[config.mk]
export PLATFORM = sky130hd
export DESIGN_NAME = varint_encoder
export DESIGN_NICKNAME = d
export VERILOG_FILES = /design/src/rtl/varint_encoder.sv
export SDC_FILE = /design/constraint.sdc
export NUM_CORES = 1
export LEC_CHECK = 0
export ABC_AREA = 1
export CAP_MARGIN = 20
export CORE_MARGIN = 2
export CORE_UTILIZATION = 45
export CTS_BUF_LIST = sky130_fd_sc_hd__clkbuf_16
export DETAILED_ROUTE_END_ITERATION = 6
export PLACE_DENSITY = 0.87
export SLEW_MARGIN = 20
export SYNTH_ARGS = -nofsm -noshare
export SYNTH_HDL_FRONTEND = slang
export SYNTH_SLANG_ARGS = --single-unit
[constraint.sdc]
create_clock -name clk -period 1.2 [get_ports clk]
set_input_delay 0.24 -clock clk [delete_from_list [all_inputs] [get_ports clk]]
set_output_delay 0.24 -clock clk [all_outputs]
set_load 0.01 [all_outputs]
[src/rtl/varint_encoder.sv]
// Protobuf base-128 varint serialiser: takes one 64-bit field value and emits
// its varint bytes, least-significant 7-bit group first, one byte per cycle.
module varint_encoder #(
  parameter int LEN_W = 4
) (
  input  logic             clk,
  input  logic             rst_n,
  input  logic             in_valid,
  output logic             in_ready,
  input  logic [63:0]      in_val,
  input  logic             is_32,
  output logic             out_valid,
  input  logic             out_ready,
  output logic [7:0]       out_byte,
  output logic             out_last,
  output logic [LEN_W-1:0] out_idx
);

  localparam logic IDLE = 1'b0;
  localparam logic EMIT = 1'b1;

  logic             state_q, state_d;
  logic [63:0]      sh_q, sh_d;
  logic [LEN_W-1:0] cnt_q, cnt_d;
  logic [63:0]      load_val;
  logic             more;

  // 32-bit fields encode only the low word; the upper word is masked off at load.
  for (genvar gi = 0; gi < 64; gi++) begin : g_load
    if (gi < 32) begin : g_low
      assign load_val[gi] = in_val[gi];
    end else begin : g_high
      assign load_val[gi] = in_val[gi] & ~is_32;
    end
  end

  assign more      = |sh_q[63:7];
  assign in_ready  = (state_q == IDLE);
  assign out_valid = (state_q == EMIT);
  assign out_byte  = out_valid ? {more, sh_q[6:0]} : 8'h00;
  assign out_last  = out_valid & ~more;
  assign out_idx   = cnt_q;

  always_comb begin
    state_d = state_q;
    sh_d    = sh_q;
    cnt_d   = cnt_q;
    case (state_q)
      IDLE: begin
        if (in_valid) begin
          sh_d    = load_val;
          cnt_d   = '0;
          state_d = EMIT;
        end
      end
      EMIT: begin
        if (out_ready) begin
          sh_d  = sh_q >> 7;
          cnt_d = cnt_q + LEN_W'(1);
          if (!more) begin
            state_d = IDLE;
            cnt_d   = '0;
          end
        end
      end
      default: state_d = IDLE;
    endcase
  end

  always_ff @(posedge clk or negedge rst_n) begin
    if (!rst_n) begin
      state_q <= IDLE;
      sh_q    <= '0;
      cnt_q   <= '0;
    end else begin
      state_q <= state_d;
      sh_q    <= sh_d;
      cnt_q   <= cnt_d;
    end
  end

endmodule

==> run_1/pdn.png <==
Bar = 20 um. Pins as bars on the die edge. Tap cells in grey.
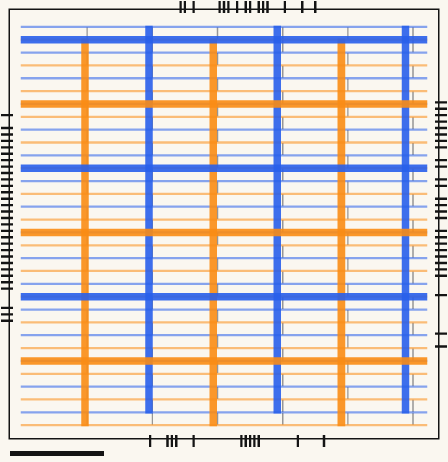
- orange: VSS
- blue: VDD
- met4 straps: 6
- met5 straps: 6
- signal pins: 84
- met1 rails: 32
overall die height: 90.6 um
VDD IR max: 1.17 mV
Die Wd: 90.6 um
area of the core: 0.00725 mm^2

==> run_1/zoom.png <==
Region (55, 10) to (80, 35) um. Cells in grey, sequential cells in the stronger grey; small squares are vias.
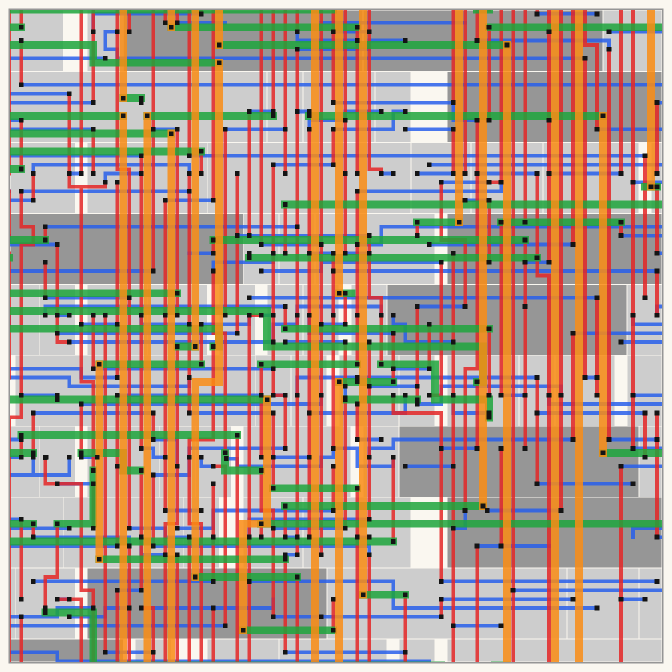
- red: met2
- green: met3
- blue: met1
- orange: met4
- netlist names of flops here include: `sh_q` (9)
- cells with their middle in the window: 57
- most frequent: nand2_1 (18), dfrtp_1 (9)
- sequential cells in the window: 9

==> run_1/final_congestion.png <==
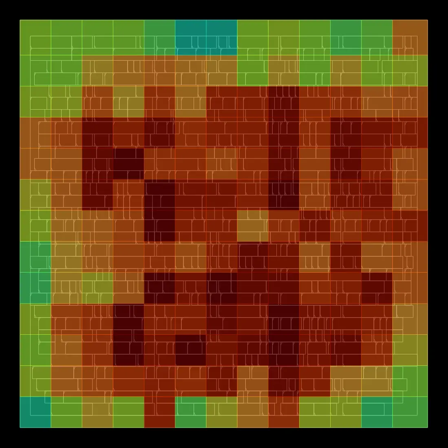
wire length per cell after detailed routing: 26.0 um
Tot GR Track Use: 39.5%

==> out/qor_table.md, run 1 <==
| Result | This run | Unit |
|:---|:---|:---|
| Power density relative to cell area | 1040 | mW/mm^2 |
| Largest incremental delay on the critical path | 0.42 | ns |
| Cell area after technology mapping | 0.00338 | mm^2 |
| Number of nets in the final layout | 681 | - |
| Number of slew-limit violations in the final report | 0 | - |
| Number of hold-slack violations in the final timing report | 0 | - |
| Detailed-routing iteration count for the pre-antenna-repair pass | 5 | - |
| Endpoint class of the critical path | primary output | - |
| Clock sinks | 69 | - |
| Headroom to the max-slew limit | 74.5 | % |
| Share of Yosys cell area claimed by the top area cell type | 51.1 | % |
| Worst Slack Setup Final | -0.816 | ns |
| Sequential-to-total area share from yosys stat | 51.1 | % |
| Logic depth of the worst setup path including buffers | 8 | - |
| # H-tree levels | 3 | - |
| Tally of yosys warning messages | 0 | - |
| Register-to-register setup slack | -0.49 | ns |
| Top Ports | 84 | - |
| Setup tns final | -28.54 | ns |
| Synth Flop Type | sky130_fd_sc_hd__dfrtp_1 | - |
| Cell repeated most along the worst path | sky130_fd_sc_hd__nor2_2 | - |
| Clock buffers created by TritonCTS | 9 | - |
| TritonCTS clock tree | built | - |
| Status | complete, but fails checks | - |
| Yosys synthesis chip area | 0.00338 | mm^2 |
| Utilization of the core after routing | 92.0 | % |
| Tool Warnings | 29 | - |
| Critical path launch point type | register | - |
| Starting density of the core | 46.5 | % |
| Total power | 6.92 | mW |
| DRC errors left | 0 | - |
| Slowest library cell on the worst path | sky130_fd_sc_hd__dfrtp_1 | - |
| Number of synthesized register bits | 69 | - |
| Placement-stage cell area | 0.00488 | mm^2 |
| Routability-driven placement congestion ratio | 0.879 | - |
| Distinct cell type count after synthesis | 24 | - |
| Worst path arrival time | 1.78 | ns |
| Beginning of the critical path | sh_q[23] | - |
| Crit-path max FO | 2 | - |
| Final ANT Viol Nets | 0 | - |
| R2R Path End | sh_q[26] | - |
| Count of endpoints failing setup in the final report | 80 | - |
| Most area-consuming cells after synthesis | sky130_fd_sc_hd__dfrtp_1, sky130_fd_sc_hd__nand2_1, sky130_fd_sc_hd__nor2_1 | - |
| Worst Path Required | 0.96 | ns |
| Area delta synth->final | 97.7 | % |
| Pin count of the biggest net entering global routing | 70 | - |
| Share of final-layout standard cells stronger than drive strength 1 | 49.7 | % |
| Iteration-0 DRC Markers | 437 | - |
| Initial antenna violation count | 1 | - |
| Cell-by-cell listing of the critical path | nor2_1, nand2_1, nor2_2, nand2_1, nor2_2, nand2_2, nor2_2, buf_2 | - |
| Syn Inst Count | 408 | - |
| CP Capture Point | out_last | - |
| P_leak | 2.93 | nW |
| Standard-cell row count | 31 | - |
| Latency at later pin | 0.35 | ns |
| Worst setup skew after layout | 0.00784 | ns |
| Placed Cells incl. Taps | 646 | - |
| Buffer levels on the longest clock path | 2 | - |
| Fraction of synthesis flops using an asynchronous set or reset pin | 100 | % |
| Failing checks | negative setup slack | - |
| Post-Layout Cell Count | 715 | - |
| Worst slew pin tran | 0.382 | ns |
==> run 1: final cells by class <==
cell class                 count  area (um^2)
clock buffer                   9          225
inverter                      13         68.8
timing repair inverter         2         17.5
multi-input combinational    298         2120
clock inverter                 7         27.5
timing repair buffer         218         2370
sequential                    69         1730
fill                         237          578
tap                           99          124
==> run 1: report_power, final <==
part	switching [mW]	leakage, nW	internal, mW
sequential	0.161	0.868	2.51
clock	1.07	0.139	1.35
combinational	0.904	1.92	0.924
==> run 1: kinds of logic (layout without fill, tap and decap cells) <==
family          count (synthesis)  after routing  share of synthesized area (%)
simple gates                  202            202                           23.1
fa+ha+maj                       1              1                          0.371
compound gates                 93             93                           17.5
buf+inv                        41            249                           7.30
xor+xnor                        2              2                          0.519
flops                          69             69                           51.1
==> run 1: flip-flops by register name, summed over array words and instances, names as in the netlist <==
name	cells
out_valid	1
sh_q	64
out_idx	4
==> run 1: cell usage in the layout (no fill, tap or decap), drive strengths merged <==
cell	netlist	routed
a21oi	2	2
a32o	4	4
or2	1	1
and2	1	1
nand2	126	126
clkinv	0	4
inv	13	18
clkdlybuf4s50	0	67
ha	1	1
dfrtp	69	69
dlygate4sd3	0	1
a22oi	25	25
nand4	1	1
a31oi	32	32
buf	22	145
nor2	70	70
o21ai	30	30
clkbuf	6	14
xor2	2	2
nand3	3	3
==> run 1: routing by layer <==
metal  vias up  routed length (um)  global-route usage, %
met2       494                8830                   69.7
met4         2                2000                   27.2
li1       1777                   -                      -
met3       208                2000                   9.93
met1      2173                5780                   41.0
met5         -                   8                      0
==> run 1: repair_timing <==
action,in CTS,in global routing
pin swaps,30,32
gates resized,187,119
endpoints found under the hold margin,69,0
setup endpoints to repair,84,84
gates cloned,18,2
setup buffers,35,10
hold buffers,1,0
==> run_1/met4.png <==
Cells faint in the background.
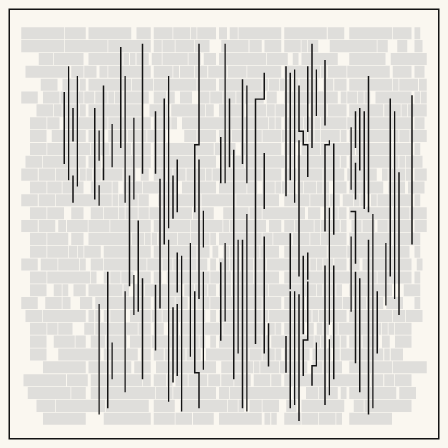

==> run 1 -> run 2 <==
--- a/config.mk
+++ b/config.mk
@@ -8,10 +8,11 @@
 export ABC_AREA = 1
 export CAP_MARGIN = 20
 export CORE_MARGIN = 2
-export CORE_UTILIZATION = 45
+export CORE_UTILIZATION = 53
 export CTS_BUF_LIST = sky130_fd_sc_hd__clkbuf_16
 export DETAILED_ROUTE_END_ITERATION = 6
-export PLACE_DENSITY = 0.87
+export PLACE_DENSITY = 0.95
+export RECOVER_POWER = 100
 export SLEW_MARGIN = 20
 export SYNTH_ARGS = -nofsm -noshare
 export SYNTH_HDL_FRONTEND = slang
==> constraint.sdc (replaced) <==
create_clock -name clk -period 2.5 [get_ports clk]
set_input_delay 0.5 -clock clk [delete_from_list [all_inputs] [get_ports clk]]
set_output_delay 0.5 -clock clk [all_outputs]
set_load 0.01 [all_outputs]
==> run_2/met4.png <==
Cells faint in the background.
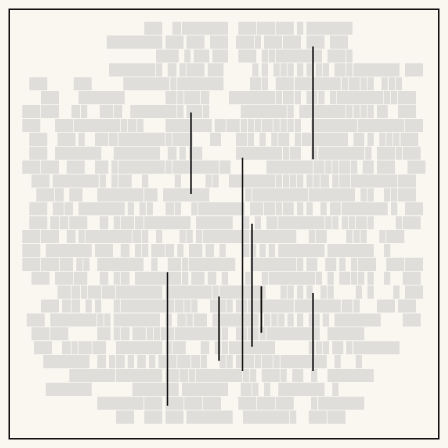
- share of all routed wire: 1.9%
- nets with wire on the layer: 8
- longest straight run: 41.5 um
- wire length on this layer: 165 um
routed wire length: 8470 um
vias: 3,138

==> run 2 against run 1 <==
The run ends with max-capacitance violations, max-slew violations left. Final area decreased by 33%. Die area fell by 14%. Count of clock-buffer cells in the layout unchanged. Combinational power shrank 77%. Synthesized cell count did not move. Utilization fell by 20 points. Via count is 33% lower. Setup slack better by 0.94 ns. Sequential cell count stayed put. Sequential power decreased by 52%. Synthesized area unchanged. Register-to-register slack improved by 0.71 ns.
==> out/qor_table.md, run 2 <==
| Result | This run | Unit |
|:---|:---|:---|
| Status | complete, but fails checks | - |
| Failing checks | max-capacitance violations, max-slew violations | - |
| Distinct cell type count after synthesis | 24 | - |
| Power of the combinational group | 415 | uW |
| Crit-path max FO | 17 | - |
| Top Ports | 84 | - |
| Clock sinks | 69 | - |
| Proportion of power drawn by flip-flops and latches | 42.4 | % |
| # H-tree levels | 3 | - |
| Sequential-to-total area share from yosys stat | 51.1 | % |
| Share of Yosys cell area claimed by the top area cell type | 51.1 | % |
| Starting density of the core | 54.1 | % |
| Placed Cells incl. Taps | 547 | - |
| Share of final-layout standard cells stronger than drive strength 1 | 5.35 | % |
| Flip-flop count of the largest register, all copies and words added | 64 | - |
| Die Wd | 83.8 | um |
| Critical path launch point type | register | - |
| Standard-cell row count | 29 | - |
| DRC errors left | 0 | - |
| Power share of the combinational group | 13.8 | % |
| Worst path arrival time | 1.88 | ns |
| Worst setup skew after layout | 0.00497 | ns |
| Largest incremental delay on the critical path | 0.71 | ns |
| Synth Flop Type | sky130_fd_sc_hd__dfrtp_1 | - |
| Count of endpoints failing setup in the final report | 0 | - |
| Internal portion of total power | 2.29 | mW |
| Clk pwr share | 43.8 | % |
| Worst slew pin tran | 1.51 | ns |
| Routability-driven placement congestion ratio | 0.842 | - |
| Cell-by-cell listing of the critical path | nand2_1, inv_1, dlygate4sd3_1 | - |
| Cell area after technology mapping | 0.00338 | mm^2 |
| Headroom to the max-slew limit | -0.442 | % |
| Number of synthesized register bits | 69 | - |
| Total of fill cells in the finished design | 453 | - |
| Endpoint class of the critical path | primary output | - |
| Buffer levels on the longest clock path | 2 | - |
| Fraction of synthesis flops using an asynchronous set or reset pin | 100 | % |
| Initial antenna violation count | 0 | - |
| Power density relative to cell area | 671 | mW/mm^2 |
| Commonest cells after routing, fill and taps aside | sky130_fd_sc_hd__nand2_1, sky130_fd_sc_hd__nor2_1, sky130_fd_sc_hd__dfrtp_1, sky130_fd_sc_hd__clkdlybuf4s50_1, sky130_fd_sc_hd__a31oi_1 | - |
| Number of nets in the final layout | 551 | - |
| Top power group | the clock network | - |
| R2R Path End | sh_q[16] | - |
| VDD IR max | 0.432 | mV |
| Register-to-register setup slack | 0.22 | ns |
| Most numerous logic cell after layout | sky130_fd_sc_hd__nand2_1 | - |
| Yosys synthesis chip area | 0.00338 | mm^2 |
| Switching share of total power | 23.8 | % |
| Post-Layout Cell Count | 563 | - |
| Detailed-routing iteration count for the pre-antenna-repair pass | 6 | - |
| Slowest library cell on the worst path | sky130_fd_sc_hd__dfrtp_1 | - |
| Number of hold-slack violations in the final timing report | 0 | - |
| Most area-consuming cells after synthesis | sky130_fd_sc_hd__dfrtp_1, sky130_fd_sc_hd__nand2_1, sky130_fd_sc_hd__nor2_1 | - |
| Max-capacitance violation count | 1 | - |
| CP Capture Point | out_byte[3] | - |
| Overall die height | 83.8 | um |
| NetSw | 716 | uW |
| Tally of yosys warning messages | 0 | - |
| Syn Inst Count | 408 | - |
| P_leak | 1.96 | nW |
| Number of slew-limit violations in the final report | 27 | - |
## run 2: cell type report
class	count	area (um^2)	area share, %
clock inverters	7	82.6	1.84
clock buffers	9	225	5.03
inverters	13	51.3	1.15
multi-input cells	298	1400	31.2
well taps	77	96.3	2.15
repair buffers	90	901	20.1
flip-flops and latches	69	1730	38.5
## run 2: kinds of logic (layout without fill, tap and decap cells)
| logic type | Yosys count | in the layout | share of synthesized area, % |
|---|---|---|---|
| fa+ha+maj | 1 | 1 | 0.371 |
| flops | 69 | 69 | 51.1 |
| xor+xnor | 2 | 2 | 0.519 |
| compound gates | 93 | 93 | 17.5 |
| buf+inv | 41 | 119 | 7.30 |
| simple gates | 202 | 202 | 23.1 |
## run 2: through the flow
| step | setup slack [ns] | total power [mW] | util (%) | cell area, um^2 |
|---|---|---|---|---|
| after floorplan | 0.977 | 1.47 | - | 3380 |
| after detailed placement | 0.264 | 1.73 | 67.2 | 4190 |
| after global placement | 0.326 | 1.71 | 67.2 | 4190 |
| after global routing | 0.0244 | 3.13 | 71.8 | 4480 |
| after CTS | 0.143 | 3.05 | 72.1 | 4500 |
| final | 0.122 | 3.01 | 71.8 | 4480 |
## run 2: routing by layer
layer,up-vias,wire length [um],GRT usage (%)
li1,1505,-,-
met1,1499,3520,32.2
met2,116,4330,44.5
met3,18,454,5.14
met4,0,164,8.94
met5,-,0,0
## run 2: worst reg2reg max path, delay by kind of cell (launching register included)
family,cells,cell delay (ns)
DFF,1,0.71
buffers and inverters,2,0.68
AOI/OAI and AO/OA,1,0.22
and+or+nand+nor,3,0.57
## run 2: timing repair
item	CTS	global route
hold endpoints to repair	0	0
gates resized	3	0
setup endpoints to repair	2	0
setup buffers	0	0
==> run_2/pdn.png <==
Bar = 20 um. Pins as bars on the die edge. Tap cells in grey.
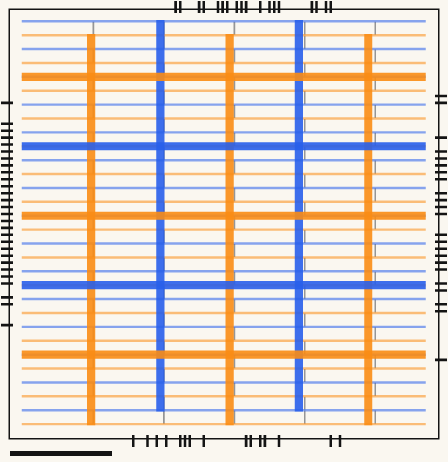

==> run 2 -> run 3 <==
--- a/config.mk
+++ b/config.mk
@@ -8,10 +8,10 @@
 export ABC_AREA = 1
 export CAP_MARGIN = 20
 export CORE_MARGIN = 2
-export CORE_UTILIZATION = 53
+export CORE_UTILIZATION = 44
 export CTS_BUF_LIST = sky130_fd_sc_hd__clkbuf_16
 export DETAILED_ROUTE_END_ITERATION = 6
-export PLACE_DENSITY = 0.95
+export PLACE_DENSITY = 0.83
 export RECOVER_POWER = 100
 export SLEW_MARGIN = 20
 export SYNTH_ARGS = -nofsm -noshare
==> run_3/pdn.png <==
Bar = 20 um. Pins as bars on the die edge. Tap cells in grey.
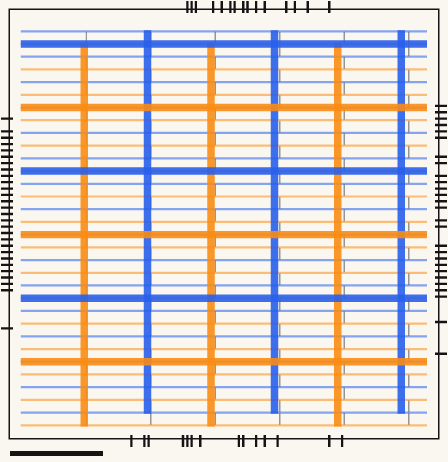
- orange: VSS
- blue: VDD
- tap cells: 99
- signal pins: 84
- rows: 31
overall die height: 91.6 um
area of the core: 0.00733 mm^2
Die Wd: 91.6 um
VDD IR max: 0.419 mV

==> run 3 against run 2 <==
Sequential power barely moved. Clock skew rose by 0.0013 ns. Total power is 3.0% higher. Critical path depth is the same. Synthesized cell count unchanged. The run now ends clean. Sequential cell count stayed put. Setup slack better by 0.042 ns. Synthesized area unchanged. Largest power group unchanged. Routed wire length down 0.51%. Count of clock-buffer cells in the layout did not move. Critical endpoint unchanged. Highest routed layer unchanged.
==> out/qor_table.md, run 3 <==
| Result | This run | Unit |
|:---|:---|:---|
| Status | complete, no violations | - |
| Tally of yosys warning messages | 0 | - |
| Number of hold-slack violations in the final timing report | 0 | - |
| TritonCTS clock tree | built | - |
| Iteration-0 DRC Markers | 171 | - |
| Utilization of the core after routing | 61.8 | % |
| Most area-consuming cells after synthesis | sky130_fd_sc_hd__dfrtp_1, sky130_fd_sc_hd__nand2_1, sky130_fd_sc_hd__nor2_1 | - |
| Tool Warnings | 26 | - |
| Sequential-to-total area share from yosys stat | 51.1 | % |
| Clock sinks | 69 | - |
| Pin count of the biggest net entering global routing | 74 | - |
| Wire length per cell after detailed routing | 14.4 | um |
| Latency at later pin | 0.32 | ns |
| Inverter count | 13 | - |
| Met1 usage in global routing | 29.3 | % |
| Final ANT Viol Nets | 0 | - |
| Layout multi-input combinational cell count | 298 | - |
| Met2 track demand over resource | 33.8 | % |
| Slowest library cell on the worst path | sky130_fd_sc_hd__dfrtp_1 | - |
| Headroom to the max-slew limit | 4.89 | % |
| Power density relative to cell area | 684 | mW/mm^2 |
| Top power group | the clock network | - |
| R2R Path End | sh_q[33] | - |
| Endpoint class of the critical path | primary output | - |
| Clk pwr share | 45.5 | % |
| Internal portion of total power | 2.40 | mW |
| Fraction of area in registers | 38.1 | % |
| Clock buffer cells | 9 | - |
| Commonest cells after routing, fill and taps aside | sky130_fd_sc_hd__nand2_1, sky130_fd_sc_hd__clkdlybuf4s50_1, sky130_fd_sc_hd__nor2_1, sky130_fd_sc_hd__dfrtp_1, sky130_fd_sc_hd__a31oi_1 | - |
| DRC errors left | 0 | - |
| Number of synthesized register bits | 69 | - |
| Flip-flop and latch count | 69 | - |
| Fraction of synthesis flops using an asynchronous set or reset pin | 100 | % |
| Cell-by-cell listing of the critical path | nand2_1, inv_1, dlygate4sd3_1 | - |
| Worst Path Required | 2.00 | ns |
| Power dissipated in sequential cells | 1.27 | mW |
| Total setup buffers inserted after CTS | 0 | - |
| Leading cell kind | registers | - |
| Starting density of the core | 46.0 | % |
| Clock tree cell share of total cell area | 7.31 | % |
| Number of nets in the final layout | 553 | - |
| Tap cells | 99 | - |
| Critical path launch point type | register | - |
| Count of endpoints failing setup in the final report | 0 | - |
| Buffer levels on the longest clock path | 2 | - |
| Clock buffers created by TritonCTS | 9 | - |
| Share of Yosys cell area claimed by the top area cell type | 51.1 | % |
| Synth Flop Type | sky130_fd_sc_hd__dfrtp_1 | - |
| # H-tree levels | 3 | - |
| Power of the combinational group | 414 | uW |
| Routed wire length | 8430 | um |
| Share of the final layout cell area in multi-input gates | 30.7 | % |
| Worst setup skew after layout | 0.00631 | ns |
| Yosys synthesis chip area | 0.00338 | mm^2 |
| Vias | 3,079 | - |
| Worst slew pin tran | 1.43 | ns |
| Switching share of total power | 22.6 | % |
| P_leak | 1.98 | nW |
| Cell area after technology mapping | 0.00338 | mm^2 |
| Largest incremental delay on the critical path | 0.75 | ns |
| Most crowded layer after global routing | met2 | - |
| Most numerous logic cell after layout | sky130_fd_sc_hd__nand2_1 | - |
[run 3: metrics by stage]
| step | cells | setup slack (ns) | cell area [um^2] | hold WS [ns] | power [mW] |
|---|---|---|---|---|---|
| 3_5_place_dp | 571 | 0.286 | 4240 | 0.503 | 1.73 |
| 2_1_floorplan | 408 | 0.977 | 3380 | 0.204 | 1.47 |
| 3_3_place_gp | 571 | 0.323 | 4240 | 0.493 | 1.71 |
| 5_1_grt | 587 | 0.0391 | 4530 | 0.545 | 3.24 |
| 6_report | 587 | 0.164 | 4530 | 0.501 | 3.10 |
| 4_1_cts | 587 | 0.182 | 4570 | 0.211 | 3.14 |
[run 3: worst max-delay path by stage]
stage | start | to | depth (start not counted)
finish | out_valid | out_byte[3] | 3
global route | out_valid | out_byte[3] | 3
CTS | sh_q[9] | out_byte[7] | 9
detailed placement | sh_q[9] | out_byte[7] | 9
global placement | sh_q[17] | out_byte[7] | 9
floorplan | sh_q[49] | out_byte[7] | 8
[run 3: routing by layer]
metal  vias up  part of all wire [%]
met5         -                     0
met4         0                   1.2
met3        12                   7.6
met2       122                    48
met1      1436                    43
li1       1509                     -
[run 3: kinds of logic after synthesis]
kind of cell               share of synthesized area [%]
and+or+nand+nor                                     23.1
AOI/OAI and AO/OA                                   17.5
DFF                                                 51.1
buffers and inverters                               7.30
xor gates and xnor gates                           0.519
adders and majority gates                          0.371
[run 3: repair_timing]
item | 4_1_cts | 5_1_grt
setup endpoints to repair | 2 | 0
endpoints found under the hold margin | 0 | 0
gates resized | 3 | 0
[run 3: critical path, delay by kind of cell (launching register included)]
family | cells | cell delay (ns)
flip-flops | 1 | 0.75
AND/OR/NAND/NOR | 1 | 0.10
buffers and inverters | 2 | 0.67
No activity file was given, so power comes from the tool's default toggle rates.
